==> run_1/layers.png <==
Scale: 10 px per um. Two of the layers only.
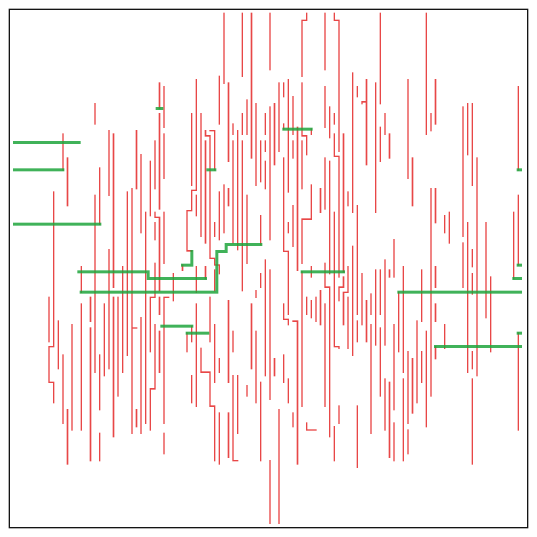
==> run_1/placed.png <==
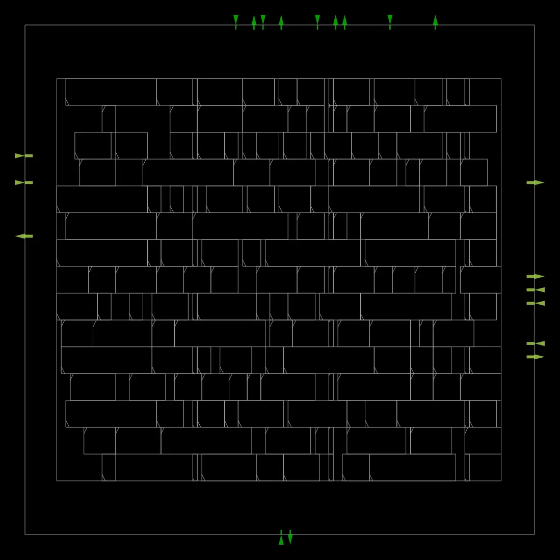
==> run_1/port_trees.png <==
Scale: 6 px per um.
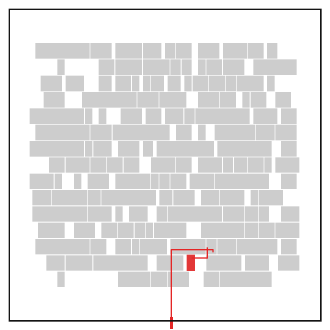
[src/rtl/vend_pkg.sv]
// Shared types and default constants for the vend actuator sequencer.
package vend_pkg;

  localparam int unsigned CW            = 4;
  localparam int unsigned MOTOR_TIMEOUT = 15;
  localparam int unsigned EJECT_GAP     = 2;

  typedef enum logic [2:0] {
    StIdle  = 3'd0,
    StMotor = 3'd1,
    StEject = 3'd2,
    StGap   = 3'd3,
    StDone  = 3'd4,
    StFault = 3'd5
  } vend_state_e;

endpackage

[src/rtl/vend_timer.sv]
// Clearable up-counter that flags when the count equals a fixed terminal value.
module vend_timer #(
  parameter int unsigned W  = 4,
  parameter int unsigned Tc = 14
) (
  input  logic clk,
  input  logic reset,
  input  logic clr,
  input  logic en,
  output logic tc
);

  localparam logic [W-1:0] TcVal = W'(Tc);

  logic [W-1:0] count_q;

  always_ff @(posedge clk or posedge reset) begin
    if (reset) begin
      count_q <= '0;
    end else if (clr) begin
      count_q <= '0;
    end else if (en && !tc) begin
      count_q <= count_q + W'(1);
    end
  end

  assign tc = (count_q == TcVal);

endmodule

[src/rtl/vend_sequencer.sv]
// Drink motor / change ejector sequencer: one vend, motor run with timeout,
// then coin-by-coin change ejection with an enforced idle gap.
module vend_sequencer #(
  parameter int unsigned CW            = vend_pkg::CW,
  parameter int unsigned MOTOR_TIMEOUT = vend_pkg::MOTOR_TIMEOUT,
  parameter int unsigned EJECT_GAP     = vend_pkg::EJECT_GAP
) (
  input  logic          clk,
  input  logic          reset,
  input  logic          vend_req,
  input  logic [CW-1:0] change_amt,
  output logic          vend_accept,
  output logic          busy,
  output logic          motor_on,
  input  logic          motor_done,
  output logic          eject_coin,
  input  logic          eject_ack,
  output logic [CW-1:0] change_left,
  output logic          vend_done,
  output logic          fault,
  input  logic          fault_clr
);

  import vend_pkg::*;

  localparam int unsigned MtW = $clog2(MOTOR_TIMEOUT + 1);
  localparam int unsigned GtW = $clog2(EJECT_GAP + 1);

  vend_state_e   state_q, state_d;
  logic [CW-1:0] change_q, change_d;
  logic          accept_q, accept_d;
  logic          mt_clr, mt_en, mt_tc;
  logic          gt_clr, gt_en, gt_tc;

  vend_timer #(
    .W  (MtW),
    .Tc (MOTOR_TIMEOUT - 1)
  ) u_motor_timer (
    .clk   (clk),
    .reset (reset),
    .clr   (mt_clr),
    .en    (mt_en),
    .tc    (mt_tc)
  );

  vend_timer #(
    .W  (GtW),
    .Tc (EJECT_GAP - 1)
  ) u_gap_timer (
    .clk   (clk),
    .reset (reset),
    .clr   (gt_clr),
    .en    (gt_en),
    .tc    (gt_tc)
  );

  always_ff @(posedge clk or posedge reset) begin
    if (reset) begin
      state_q  <= StIdle;
      change_q <= '0;
      accept_q <= 1'b0;
    end else begin
      state_q  <= state_d;
      change_q <= change_d;
      accept_q <= accept_d;
    end
  end

  always_comb begin
    state_d  = state_q;
    change_d = change_q;
    accept_d = 1'b0;
    mt_clr   = 1'b0;
    mt_en    = 1'b0;
    gt_clr   = 1'b0;
    gt_en    = 1'b0;
    unique case (state_q)
      StIdle: begin
        if (vend_req) begin
          change_d = change_amt;
          mt_clr   = 1'b1;
          accept_d = 1'b1;
          state_d  = StMotor;
        end
      end
      StMotor: begin
        // Completion takes priority over a coincident timeout.
        if (motor_done) begin
          state_d = (change_q == '0) ? StDone : StEject;
        end else if (mt_tc) begin
          state_d = StFault;
        end else begin
          mt_en = 1'b1;
        end
      end
      StEject: begin
        if (change_q == '0) begin
          state_d = StDone;
        end else if (eject_ack) begin
          change_d = change_q - CW'(1);
          gt_clr   = 1'b1;
          state_d  = StGap;
        end
      end
      StGap: begin
        if (gt_tc) begin
          state_d = (change_q != '0) ? StEject : StDone;
        end else begin
          gt_en = 1'b1;
        end
      end
      StDone: begin
        state_d = StIdle;
      end
      StFault: begin
        if (fault_clr) begin
          change_d = '0;
          state_d  = StIdle;
        end
      end
      default: begin
        state_d = StIdle;
      end
    endcase
  end

  assign vend_accept = accept_q;
  assign busy        = (state_q != StIdle);
  assign motor_on    = (state_q == StMotor);
  assign eject_coin  = (state_q == StEject);
  assign vend_done   = (state_q == StDone);
  assign fault       = (state_q == StFault);
  assign change_left = change_q;

endmodule
[config.mk]
export PLATFORM = sky130hd
export DESIGN_NAME = vend_sequencer
export DESIGN_NICKNAME = d
export VERILOG_FILES = /design/src/rtl/vend_pkg.sv /design/src/rtl/vend_timer.sv /design/src/rtl/vend_sequencer.sv
export SDC_FILE = /design/constraint.sdc
export NUM_CORES = 1
export LEC_CHECK = 0
export CAP_MARGIN = 20
export CORE_MARGIN = 3
export CORE_UTILIZATION = 44
export CTS_CLUSTER_SIZE = 8
export DETAILED_ROUTE_END_ITERATION = 12
export PLACE_DENSITY = 0.82
export SETUP_SLACK_MARGIN = 0.1
export SLEW_MARGIN = 20
export SYNTH_ARGS = -nofsm -noshare
export SYNTH_HDL_FRONTEND = slang
export SYNTH_SLANG_ARGS = --single-unit
[constraint.sdc]
create_clock -name clk -period 1.68 [get_ports clk]
set_input_delay 0.252 -clock clk [delete_from_list [all_inputs] [get_ports clk]]
set_output_delay 0.252 -clock clk [all_outputs]
set_load 0.01 [all_outputs]
==> summary.txt, run 1 <==
run results: status finished, violations left, failing checks negative setup slack, clock network power between 0.15 and 0.2 mW, row cnt 15, main flop type dfrtp_1, Pleak 0.743 nW, worst r2r dst state_q[1]$_DFFE_PP0P_, EDFF count, synth 0, # hold bufs at CTS 0, placed inst area about 0.0013 mm2, Post-CTS Setup Inserts 10, DP HPWL 1870 um, Max Clk Rate approximately 570 MHz, Final ANT Viol Nets 0, Final setup violation count 4, Area Growth Syn to Fin 68.8%, P_int 1.88 mW, Data buffer area share 30.4%, logic area 638 um2, top-area cell type share of the netlist area between 30% and 40%, synthesized cell area 918 um2, placer's final routability congestion estimate just under 0.9, Flop+latch power 0.628 mW, Post-synth ARST share 100%, GR Overflow Total 0, total CTS buffers 3, Power, Total 3.16 mW, Reg2Reg Depth 6, CP peak stage delay approximately 0.44 ns, Vias/cell roughly 5.5, CP Cell Sequence buf_4, nor4b_4, buf_6, a21oi_4, or3b_4, o22a_1, RSZ-0062 raised after global routing yes, Yosys warning total 0, synthesis area per yosys slightly above 900 um2, min Tclk post-route approximately 1.8 ns, Post-Synthesis Cells between 90 and 100, Final Worst Setup Slack -0.0794 ns, DRC Markers 0, sequential power share approximately a fifth, Buffers, non-clock around 52, Critical Path Source Type register, nets approximately 160, clkbuf count 4, DP Cell Count 157, CP top delay family simple AND/OR/NAND/NOR gates, Setup crit end state_q[1]$_DFFE_PP0P_, slowest library cell on the worst path dfrtp_1
About layers.png:
M3 -> green  # wire length 93.0 um
M2 -> red  # wire length 1450 um

About placed.png:
core footprint: 0.00184 mm2
Cell Count, Final, Fillers Out: 173
flop share of the area: 22.8%
TAP cells: 25

About port_trees.png:
busy -> red  # direction output, end cells 1, wire 22.9 um

-- run 1: cells by family (layout without fill, tap and decap cells) --
kind of cell	Yosys count	in the layout	synth area share (%)
adders and majority gates	5	5	6.81
buffers and inverters	13	64	6.81
DFF	14	14	38.1
AOI/OAI and AO/OA	20	20	16.1
and+or+nand+nor	39	39	26.3
muxes	1	1	1.09
xor gates and xnor gates	5	5	4.77
-- run 1: per-layer routing --
layer | vias up | share of wire, % | track usage [%]
met4 | 0 | 1.9 | 4.37
li1 | 448 | - | -
met3 | 6 | 3.4 | 4.58
met2 | 22 | 53 | 42.2
met5 | - | 0 | 0
met1 | 473 | 42 | 26.7
-- run 1: placed cells by master (no fill, tap or decap), types with 3 or more instances in the layout --
master           count
inv_1                6
nor3_1               4
xor2_1               3
ha_1                 4
buf_6                8
buf_2                3
a21oi_1              3
buf_4               24
clkbuf_4             3
clkdlybuf4s50_1     11
dfrtp_1             12
nand3_2              3
nor2_1              10
-- run 1: sequential cells by signal (all words and copies together) (netlist names) --
signal                 flops
state_q                    3
u_gap_timer.count_q        2
vend_accept                1
u_motor_timer.count_q      4
change_left                4
-- run 1: worst min path at each step --
stage,from,slack (ns),cells after the start,to
5_1_grt,reset,0.34,2,change_left[1]$_DFFE_PP0P_
3_5_place_dp,u_gap_timer.count_q[0]$_DFFE_PP0P_,0.56,2,u_gap_timer.count_q[0]$_DFFE_PP0P_
4_1_cts,reset,0.32,2,change_left[1]$_DFFE_PP0P_
6_report,reset,0.31,2,change_left[1]$_DFFE_PP0P_
3_3_place_gp,u_motor_timer.count_q[3]$_DFFE_PP0P_,0.53,2,u_motor_timer.count_q[3]$_DFFE_PP0P_
2_1_floorplan,reset,0.14,1,change_left[1]$_DFFE_PP0P_
==> inputs of run 2 (changes only) <==
--- a/config.mk
+++ b/config.mk
@@ -10,9 +10,9 @@
 export CORE_UTILIZATION = 44
 export CTS_CLUSTER_SIZE = 8
 export DETAILED_ROUTE_END_ITERATION = 12
+export HOLD_SLACK_MARGIN = 0.12
 export PLACE_DENSITY = 0.82
 export SETUP_SLACK_MARGIN = 0.1
-export SLEW_MARGIN = 20
 export SYNTH_ARGS = -nofsm -noshare
 export SYNTH_HDL_FRONTEND = slang
 export SYNTH_SLANG_ARGS = --single-unit
==> run 2 against run 1 <==
  * The run still ends with negative setup slack left
  * Power unchanged
  * Setup slack unchanged
  * Global-route usage unchanged
  * Largest cell class unchanged
==> summary.txt, run 2 <==
run results: GRT met2 Usage 42.2% (unchanged), Reg2Reg Depth 6 (unchanged), XOR/XNOR share of the synthesized area 4.77% (unchanged), DP HPWL 1870 um (unchanged), # hold bufs at CTS 0 (unchanged), Final setup violation count 4 (unchanged), Post-CTS Setup Inserts 10 (unchanged), core footprint 0.00184 mm2 (unchanged), Post-synth ARST share 100% (unchanged), GR peak layer met2, synthesis area per yosys 918 um2 (unchanged), Final Worst Setup Slack -0.0794 ns (unchanged), Synth logic family simple AND/OR/NAND/NOR gates, AO/OA Area Share 16.1% (unchanged), placer's final routability congestion estimate 0.877 (unchanged), min Tclk post-route 1.76 ns (unchanged), dominant logic cell type in the layout buf_4, metal3 WL 93 um (unchanged), main flop type dfrtp_1, GR Overflow Total 0 (unchanged), Pleak 0.743 nW (unchanged), status finished, violations left, worst hold path type in2async, placed inst area 0.00128 mm2 (unchanged), Highest Signal Layer met4, Vias/cell 5.49 (unchanged), most common logic cells in the final layout buf_4, dfrtp_1, clkdlybuf4s50_1, Area Growth Syn to Fin 68.8% (unchanged), failing checks negative setup slack, DRC Markers 0 (unchanged), Global Route met1 Usage 26.7% (unchanged), and+or+nand+nor area frac 26.3% (unchanged), met3 Use GR 4.58% (unchanged), Max Clk Rate 568 MHz (unchanged), Final ANT Viol Nets 0 (unchanged), Yosys warning total 0 (unchanged), synthesized cell area 918 um2 (unchanged), M1 WL 1150 um (unchanged), top-area cell type share of the netlist area 38.1% (unchanged), logic area 638 um2 (unchanged), Post-Synthesis Cells 97 (unchanged), headroom to the max-slew limit between 60% and 70%, met2 wire len 1450 um (unchanged), EDFF count, synth 0 (unchanged), Largest cells by area dfrtp_1, ha_1, nor2_1, nets 164 (unchanged)
-- run 2: worst paths after layout --
kind	startpoint	to	slack [ns]
min	reset	change_left[1]$_DFFE_PP0P_	0.31
min in group clk	u_gap_timer.count_q[0]$_DFFE_PP0P_	u_gap_timer.count_q[0]$_DFFE_PP0P_	0.57
max reg2reg	state_q[0]$_DFFE_PP0P_	state_q[1]$_DFFE_PP0P_	-0.08
max	state_q[0]$_DFFE_PP0P_	state_q[1]$_DFFE_PP0P_	-0.08
min reg2reg	u_gap_timer.count_q[0]$_DFFE_PP0P_	u_gap_timer.count_q[0]$_DFFE_PP0P_	0.57
max in group asynchronous	reset	change_left[0]$_DFFE_PP0P_	0.97
-- run 2: per-stage QoR --
step | power, mW | setup WS [ns] | instances | util (%) | setup TNS, ns
4_1_cts | 2.94 | -0.0383 | 171 | 79.6 | -0.132
3_3_place_gp | 2.30 | -0.176 | 157 | 69.5 | -0.595
5_1_grt | 3.38 | -0.109 | 173 | 84.3 | -0.525
3_5_place_dp | 2.39 | -0.209 | 157 | 69.5 | -0.864
2_1_floorplan | 1.67 | 0.0544 | 97 | - | 0
6_report | 3.16 | -0.0794 | 173 | 84.3 | -0.257
-- run 2: critical path: stages (launching register included) --
cell and delay [ns]:
dfrtp_1 0.44, buf_4 0.18, nor4b_4 0.13, buf_6 0.14, a21oi_4 0.12, or3b_4 0.42
o22a_1 0.22
-- run 2: area by class of cell --
cell class	instances	area share, %
Clock buffer	4	1.69
Inverter	8	1.94
Multi-Input combinational cell	70	41.2
Sequential cell	14	22.8
Tap cell	25	2.02
Timing Repair Buffer	52	30.4
-- run 2: power by group --
group	internal, mW	switching, mW	leakage (nW)
Clock	0.0922	0.106	0.0150
Combinational	1.29	1.05	0.554
Sequential	0.496	0.132	0.174
Total	1.88	1.28	0.743
==> run_2/port_trees.png <==
Scale: 6 px per um.
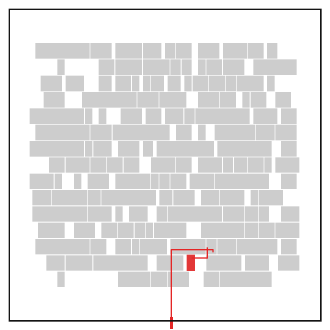
busy -> red  # direction output, end cells 1, wire 22.9 um

==> inputs of run 3 (changes only) <==
--- a/config.mk
+++ b/config.mk
@@ -6,11 +6,12 @@
 export NUM_CORES = 1
 export LEC_CHECK = 0
 export CAP_MARGIN = 20
-export CORE_MARGIN = 3
+export CORE_ASPECT_RATIO = 1.25
 export CORE_UTILIZATION = 44
 export CTS_CLUSTER_SIZE = 8
 export DETAILED_ROUTE_END_ITERATION = 12
 export HOLD_SLACK_MARGIN = 0.12
+export MAX_ROUTING_LAYER = met4
 export PLACE_DENSITY = 0.82
 export SETUP_SLACK_MARGIN = 0.1
 export SYNTH_ARGS = -nofsm -noshare
==> run 3 against run 2 <==
  * The run still ends with negative setup slack left
  * Area after synthesis unchanged
  * Largest cell class unchanged
  * Critical path depth decreased by 1
  * Combinational power about the same
  * Largest power group unchanged
==> summary.txt, run 3 <==
run results: status finished, violations left, failing checks negative setup slack, Final setup violation count 5 (+1), XOR/XNOR share of the synthesized area 4.77% (unchanged), and+or+nand+nor area frac 26.3% (unchanged), Pleak 0.725 nW (-2.4%), Largest cells by area dfrtp_1, ha_1, nor2_1, Yosys warning total 0 (unchanged), Vias/cell 5.53 (+0.81%), most common logic cells in the final layout buf_4, dfrtp_1, clkdlybuf4s50_1, placer's final routability congestion estimate 0.809 (-7.7%), GR Overflow Total 0 (unchanged), min Tclk post-route 1.78 ns (+0.0214 ns), placed inst area 0.00125 mm2 (-2.3%), Setup TNS -0.312 ns (-0.0551 ns), clock power share 8.1% (+1.8 points), synthesis area per yosys 918 um2 (unchanged), met2 wire len 1460 um (+0.69%), AO/OA Area Share 16.1% (unchanged), Final Worst Setup Slack -0.101 ns (-0.0214 ns), dominant logic cell type in the layout buf_4, worst slack, placed -0.230 ns (-0.0205 ns), GR peak layer met2, Max Clk Rate 562 MHz (-1.2%), NetSw 1.34 mW (+4.4%), Post-synth ARST share 100% (unchanged), Post-Synthesis Cells 97 (unchanged), headroom to the max-slew limit 61.2% (-1.5 points), GRT met2 Usage 42.2% (about the same), clock network power 0.263 mW (+33%), Global Route met1 Usage 24.1% (-2.6 points), DP HPWL 1700 um (-8.8%), synthesized cell area 918 um2 (unchanged), Layout Utilization 76.2% (-8.1 points), DP Cell Count 149 (-5.1%), DRC Markers 0 (unchanged), main flop type dfrtp_1, M1 WL 1120 um (-2.3%), met3 Use GR 3.07% (-1.5 points), worst hold path type in2async, nets 164 (unchanged), Power, Total 3.23 mW (+2.0%), Final ANT Viol Nets 0 (unchanged), sequential power share 20.2% (+0.3 points)
run 3: netlist changes by cell type in the layout (fill, tap and decap cells not counted), sizes merged:
cell and delta:
clkdlybuf4s15 -2, dlymetal6s2s -1, buf +2, clkdlybuf4s50 +1
run 3: final timing paths:
| path | from | cells after the start | slack, ns | endpoint |
|---|---|---|---|---|
| hold reg to reg | u_motor_timer.count_q[3]$_DFFE_PP0P_ | 2 | 0.58 | u_motor_timer.count_q[3]$_DFFE_PP0P_ |
| min in group clk | u_motor_timer.count_q[3]$_DFFE_PP0P_ | 2 | 0.58 | u_motor_timer.count_q[3]$_DFFE_PP0P_ |
| hold / removal | reset | 2 | 0.31 | u_motor_timer.count_q[0]$_DFFE_PP0P_ |
| max in group asynchronous | reset | 2 | 0.96 | change_left[0]$_DFFE_PP0P_ |
| setup / recovery | state_q[2]$_DFFE_PP0P_ | 5 | -0.10 | change_left[2]$_DFFE_PP0P_ |
| setup reg to reg | state_q[2]$_DFFE_PP0P_ | 5 | -0.10 | change_left[2]$_DFFE_PP0P_ |
run 3: critical path: stages, from the launching register on:
cell and delay [ns]:
dfrtp_1 0.41, buf_6 0.15, or3b_1 0.37, o22a_2 0.24, or2_4 0.30, o22a_2 0.19
run 3: timing repair:
action	4_1_cts	5_1_grt
gates resized	34	19
setup buffers	7	8
setup endpoints to repair	16	18
hold buffers	0	0
pin swaps	2	13
cloned	0	0
run 3: final cells by class:
cell class	instances	area, um2	area share, %
Multi-Input combinational cell	70	621	41.1
Timing Repair Buffer	52	445	29.5
Sequential cell	14	353	23.4
Clock buffer	4	36.3	2.40
Inverter	8	30.0	1.99
Tap cell	20	25.0	1.66
==> run_3/port_trees.png <==
Scale: 4 px per um.
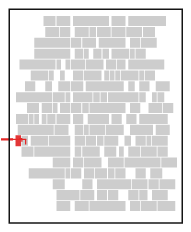
busy -> red  # direction output, end cells 1, wire 6.00 um


==> notes/layouts.md <==
Pictures saved along the way, in no particular order.

Sizing map.
Scale: 10 px per um.
image #1
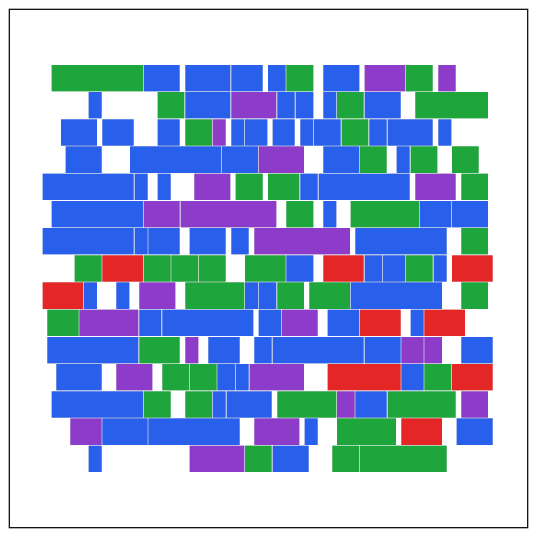
image #2
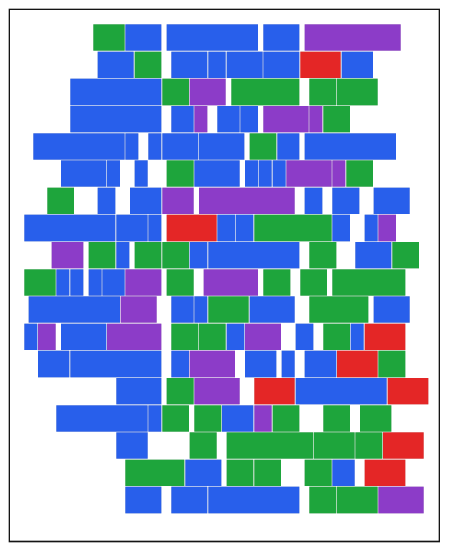
- largest die: image #1
image #2: run 3
image #1: run 1

Key to image #2:
x3 and x4 -> green  # cells 44, most used buf_4
x6 and larger -> red  # cells 8, most used buf_6
x2 -> purple  # cells 21
x1 and smaller -> blue  # cells 75

Power figures rest on the tool's default switching activity, not on a simulated workload.
